### Placement density heat map

The die is cut into 19 by 19 equal tiles; black is low, pale yellow is high, 0 to 100% covered.
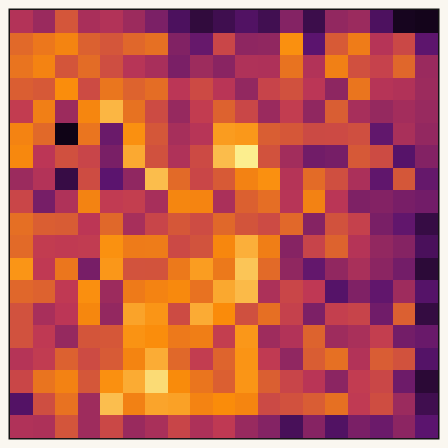
### Gate-type map

Scale bar: 50 um.
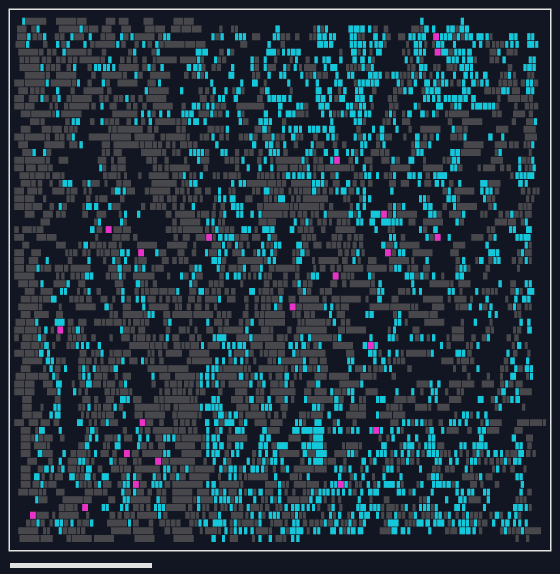
### Cell outlines without signal wires

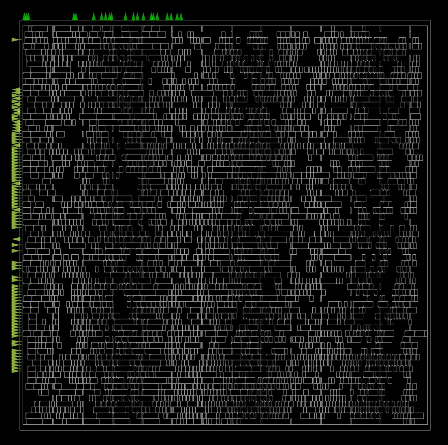
--- src/rtl/muldiv_unit.sv ---
// Iterative RV32M multiply/divide unit: radix-2 shift-add multiply, restoring divide.
// Optional macro MULDIV_EARLY_OUT_EN: MUL-class ops with a zero operand finish in one cycle.
module muldiv_unit #(
  parameter  int XLEN  = 32,
  localparam int CNT_W = $clog2(XLEN) + 1
) (
  input  logic            clk,
  input  logic            rst,
  input  logic            start,
  input  logic [2:0]      funct3,
  input  logic [XLEN-1:0] rs1,
  input  logic [XLEN-1:0] rs2,
  input  logic            kill,
  output logic            busy,
  output logic            stall,
  output logic            done,
  output logic [XLEN-1:0] result
);

  typedef enum logic [1:0] {S_IDLE, S_MUL, S_DIV, S_DONE} state_e;

  state_e            state_q;
  logic [1:0]        fn_q;
  logic              neg_q;
  logic [XLEN-1:0]   opb_q;
  logic [2*XLEN-1:0] acc_q;
  logic [CNT_W-1:0]  cnt_q;
  logic [XLEN-1:0]   result_q;
  logic              done_q;

  logic              sgn_a, sgn_b, issue_neg;
  logic [XLEN-1:0]   abs_a, abs_b;
  logic              div_zero, div_ovf, mul_zero, special;
  logic [XLEN-1:0]   special_res;
  logic [XLEN:0]     mul_sum, div_shift, div_diff;
  logic [2*XLEN-1:0] acc_mul_d, acc_div_d, prod;
  logic [XLEN-1:0]   div_val, mul_res, div_res;

  always_comb begin
    // Signed operands: MULH (both), MULHSU (rs1 only), DIV/REM (both).
    sgn_a = rs1[XLEN-1] & ((funct3 == 3'b001) | (funct3 == 3'b010) | (funct3[2] & ~funct3[0]));
    sgn_b = rs2[XLEN-1] & ((funct3 == 3'b001) | (funct3[2] & ~funct3[0]));
    abs_a = sgn_a ? -rs1 : rs1;
    abs_b = sgn_b ? -rs2 : rs2;
    issue_neg = (funct3[2] & funct3[1]) ? sgn_a : (sgn_a ^ sgn_b);

    div_zero = funct3[2] & (rs2 == '0);
    div_ovf  = funct3[2] & ~funct3[0] & (rs1 == {1'b1, {(XLEN-1){1'b0}}}) & (&rs2);
`ifdef MULDIV_EARLY_OUT_EN
    mul_zero = ~funct3[2] & ((rs1 == '0) | (rs2 == '0));
`else
    mul_zero = 1'b0;
`endif
    special = div_zero | div_ovf | mul_zero;
    special_res = '0;
    if (div_zero)     special_res = funct3[1] ? rs1 : '1;
    else if (div_ovf) special_res = funct3[1] ? '0 : rs1;

    // Multiply step: acc = {partial product high, remaining multiplier bits}.
    mul_sum   = {1'b0, acc_q[2*XLEN-1:XLEN]} + (acc_q[0] ? {1'b0, opb_q} : '0);
    acc_mul_d = {mul_sum, acc_q[XLEN-1:1]};

    // Divide step: acc = {partial remainder, dividend bits shifting into quotient}.
    div_shift = acc_q[2*XLEN-1:XLEN-1];
    div_diff  = div_shift - {1'b0, opb_q};
    acc_div_d = {(div_diff[XLEN] ? div_shift[XLEN-1:0] : div_diff[XLEN-1:0]),
                 acc_q[XLEN-2:0], ~div_diff[XLEN]};

    prod    = neg_q ? -acc_mul_d : acc_mul_d;
    mul_res = (fn_q == 2'b00) ? prod[XLEN-1:0] : prod[2*XLEN-1:XLEN];
    div_val = fn_q[1] ? acc_div_d[2*XLEN-1:XLEN] : acc_div_d[XLEN-1:0];
    div_res = neg_q ? -div_val : div_val;
  end

  always_ff @(posedge clk) begin
    if (rst) begin
      state_q  <= S_IDLE;
      fn_q     <= '0;
      neg_q    <= 1'b0;
      opb_q    <= '0;
      acc_q    <= '0;
      cnt_q    <= '0;
      result_q <= '0;
      done_q   <= 1'b0;
    end else begin
      done_q <= 1'b0;
      case (state_q)
        S_IDLE: begin
          if (start && !kill) begin
            fn_q  <= funct3[1:0];
            neg_q <= issue_neg;
            cnt_q <= CNT_W'(XLEN);
            if (special) begin
              result_q <= special_res;
              done_q   <= 1'b1;
              state_q  <= S_DONE;
            end else if (funct3[2]) begin
              opb_q   <= abs_b;
              acc_q   <= {{XLEN{1'b0}}, abs_a};
              state_q <= S_DIV;
            end else begin
              opb_q   <= abs_a;
              acc_q   <= {{XLEN{1'b0}}, abs_b};
              state_q <= S_MUL;
            end
          end
        end
        S_MUL, S_DIV: begin
          if (kill) begin
            state_q <= S_IDLE;
          end else begin
            acc_q <= (state_q == S_MUL) ? acc_mul_d : acc_div_d;
            cnt_q <= cnt_q - CNT_W'(1);
            // Final iteration: sign-correct and register the result on the way into DONE.
            if (cnt_q == CNT_W'(1)) begin
              result_q <= (state_q == S_MUL) ? mul_res : div_res;
              done_q   <= 1'b1;
              state_q  <= S_DONE;
            end
          end
        end
        S_DONE:  state_q <= S_IDLE;
        default: state_q <= S_IDLE;
      endcase
    end
  end

  // Handshake: while stall=1 the pipeline holds start/funct3/rs1/rs2; done pulses one cycle with result.
  assign busy   = (state_q == S_MUL) | (state_q == S_DIV);
  assign stall  = busy | (start & (state_q == S_IDLE) & ~kill);
  assign done   = done_q;
  assign result = result_q;

endmodule

--- config.mk ---
export PLATFORM = sky130hd
export DESIGN_NAME = muldiv_unit
export DESIGN_NICKNAME = d
export VERILOG_FILES = /design/src/rtl/muldiv_unit.sv
export SDC_FILE = /design/constraint.sdc
export NUM_CORES = 1
export LEC_CHECK = 0
export ABC_AREA = 1
export CAP_MARGIN = 20
export CORE_UTILIZATION = 50
export CTS_CLUSTER_SIZE = 20
export DETAILED_ROUTE_END_ITERATION = 10
export PLACE_DENSITY_LB_ADDON = 0.25
export SYNTH_ARGS = -nofsm -noshare
export SYNTH_HDL_FRONTEND = slang
export SYNTH_SLANG_ARGS = --single-unit
--- constraint.sdc ---
create_clock -name clk -period 5.9 [get_ports clk]
set_input_delay 1.77 -clock clk [delete_from_list [all_inputs] [get_ports clk]]
set_output_delay 1.77 -clock clk [all_outputs]
set_load 0.1 [all_outputs]
==> PnR_summary.wiki <==
=== Synthesis and place and route ===
{| class="wikitable"
! Metric !! Value
|-
| Post-CTS Hold Fix Bufs || 0
|-
| Clock Sink Count || around 140
|-
| Setup slack of the most critical reg-to-reg path || between 0.8 and 0.9 ns
|-
| Design Power || 0.00886 W
|-
| CTS-repair resized insts || 0
|-
| Post-Route WL || 82900 um
|-
| Final design instance area without fill || 0.0196 mm2
|-
| Number of antenna-violating nets in the routed design || 0
|-
| Bufs and invs on worst path || 2
|-
| Top cell excl fill/tap || sky130_fd_sc_hd__nand2_1
|-
| Clock network power share || 13.0%
|-
| Post-Place Cell Area || 0.0190 mm2
|-
| Switching share of power || between 60% and 70%
|-
| Nature of the critical path endpoint || flop
|-
| Clock Path Buffers || 2
|-
| Status || finished clean
|-
| Dominant delay contributor by cell family on the critical path || simple AND/OR/NAND/NOR gates
|-
| Number of distinct library cell variants in the gate-level netlist after synthesis || 54
|-
| Clk pin slew, worst setup/hold paths || ~0.070 ns
|-
| Clk_lat worst skew || 0.44 ns
|-
| Clock tree root driver cell || sky130_fd_sc_hd__clkbuf_16
|-
| Type of element launching the critical path || flop
|-
| Sequential share of power || between 10% and 20%
|-
| Core footprint || 0.0347 mm2
|-
| Post-synthesis instance area || 0.0177 mm2
|-
| Pre-placement core utilization || 51.1%
|-
| Number of standard cells reported by yosys || approximately 3200
|-
| Fraction of final layout cells sized beyond drive strength 1 || 4.84%
|-
| Power dissipated by switching net loads || 0.00536 W
|-
| Starting DRC count in detailed routing || 3024
|-
| Total I/O pin count || approximately 110
|}
-- 'Placement density heat map' (at the start) --
fullest tile = 96%
tiles over 75% full = 9.7%
mean over tiles = 53%

-- 'Gate-type map' (at the start) --
magenta -> AND and OR gates  # cells 21, most used or2_2
cyan -> NAND gates  # cells 1275, most used nand2_1, where all over the die

-- 'Cell outlines without signal wires' (at the start) --
Layout Utilization: 56.5%
Layout Cells excl Fill: 3698

-- stage by stage --
stage	std cells	hold WS, ns
6_report	3698	0.469
4_1_cts	3695	0.473
3_5_place_dp	3663	0.461
3_3_place_gp	3663	0.456
5_1_grt	3696	0.485
2_1_floorplan	3213	0.454
-- flip-flops by register name (all words and copies together) (netlist names) --
register  cells
acc_q        64
cnt_q         6
done          1
fn_q          2
neg_q         1
opb_q        32
result       32
state_q       2
-- area by class of cell --
cell class	instances	share of cell area, %
clock inverters	15	0.880
clock buffers	17	2.17
multi-input cells	2561	66.0
well taps	455	2.90
diodes	2	0.0255
inverters	373	7.14
repair buffers	135	6.60
flip-flops and latches	140	14.3
-- routing by layer --
layer	up-vias	GRT usage, %	wire, um
li1	10600	-	-
met1	10300	53.6	30500
met2	1545	71.1	35500
met3	364	9.70	9210
met4	2	36.8	7750
met5	-	0	9
-- logic make-up after synthesis --
group	share of synthesized area (%)
simple gates	40.0
compound gates	21.9
buf+inv	11.2
flops	15.8
xor+xnor	5.48
fa+ha+maj	5.45
mux	0.120
-- power groups by stage --
stage	Sequential, W	Clock (W)	Combinational [W]
3_5_place_dp	0.00146	0	0.00595
6_report	0.00147	0.00115	0.00624
5_1_grt	0.00148	0.00119	0.00670
4_1_cts	0.00145	0.00115	0.00598
3_3_place_gp	0.00146	0	0.00589
2_1_floorplan	0.00165	0	0.00395
-- worst max-delay path by stage --
stage	startpoint	endpoint	slack [ns]	depth (start not counted)
after CTS	kill	stall	0.92	7
final	acc_q[31]	result[20]	0.89	26
after detailed placement	rs2[0]	result[6]	0.83	20
after floorplan	state_q[0]	stall	1.27	7
after global placement	rs2[0]	result[10]	0.92	20
after global routing	acc_q[31]	result[20]	0.67	26
Power and IR drop assume default switching activity.
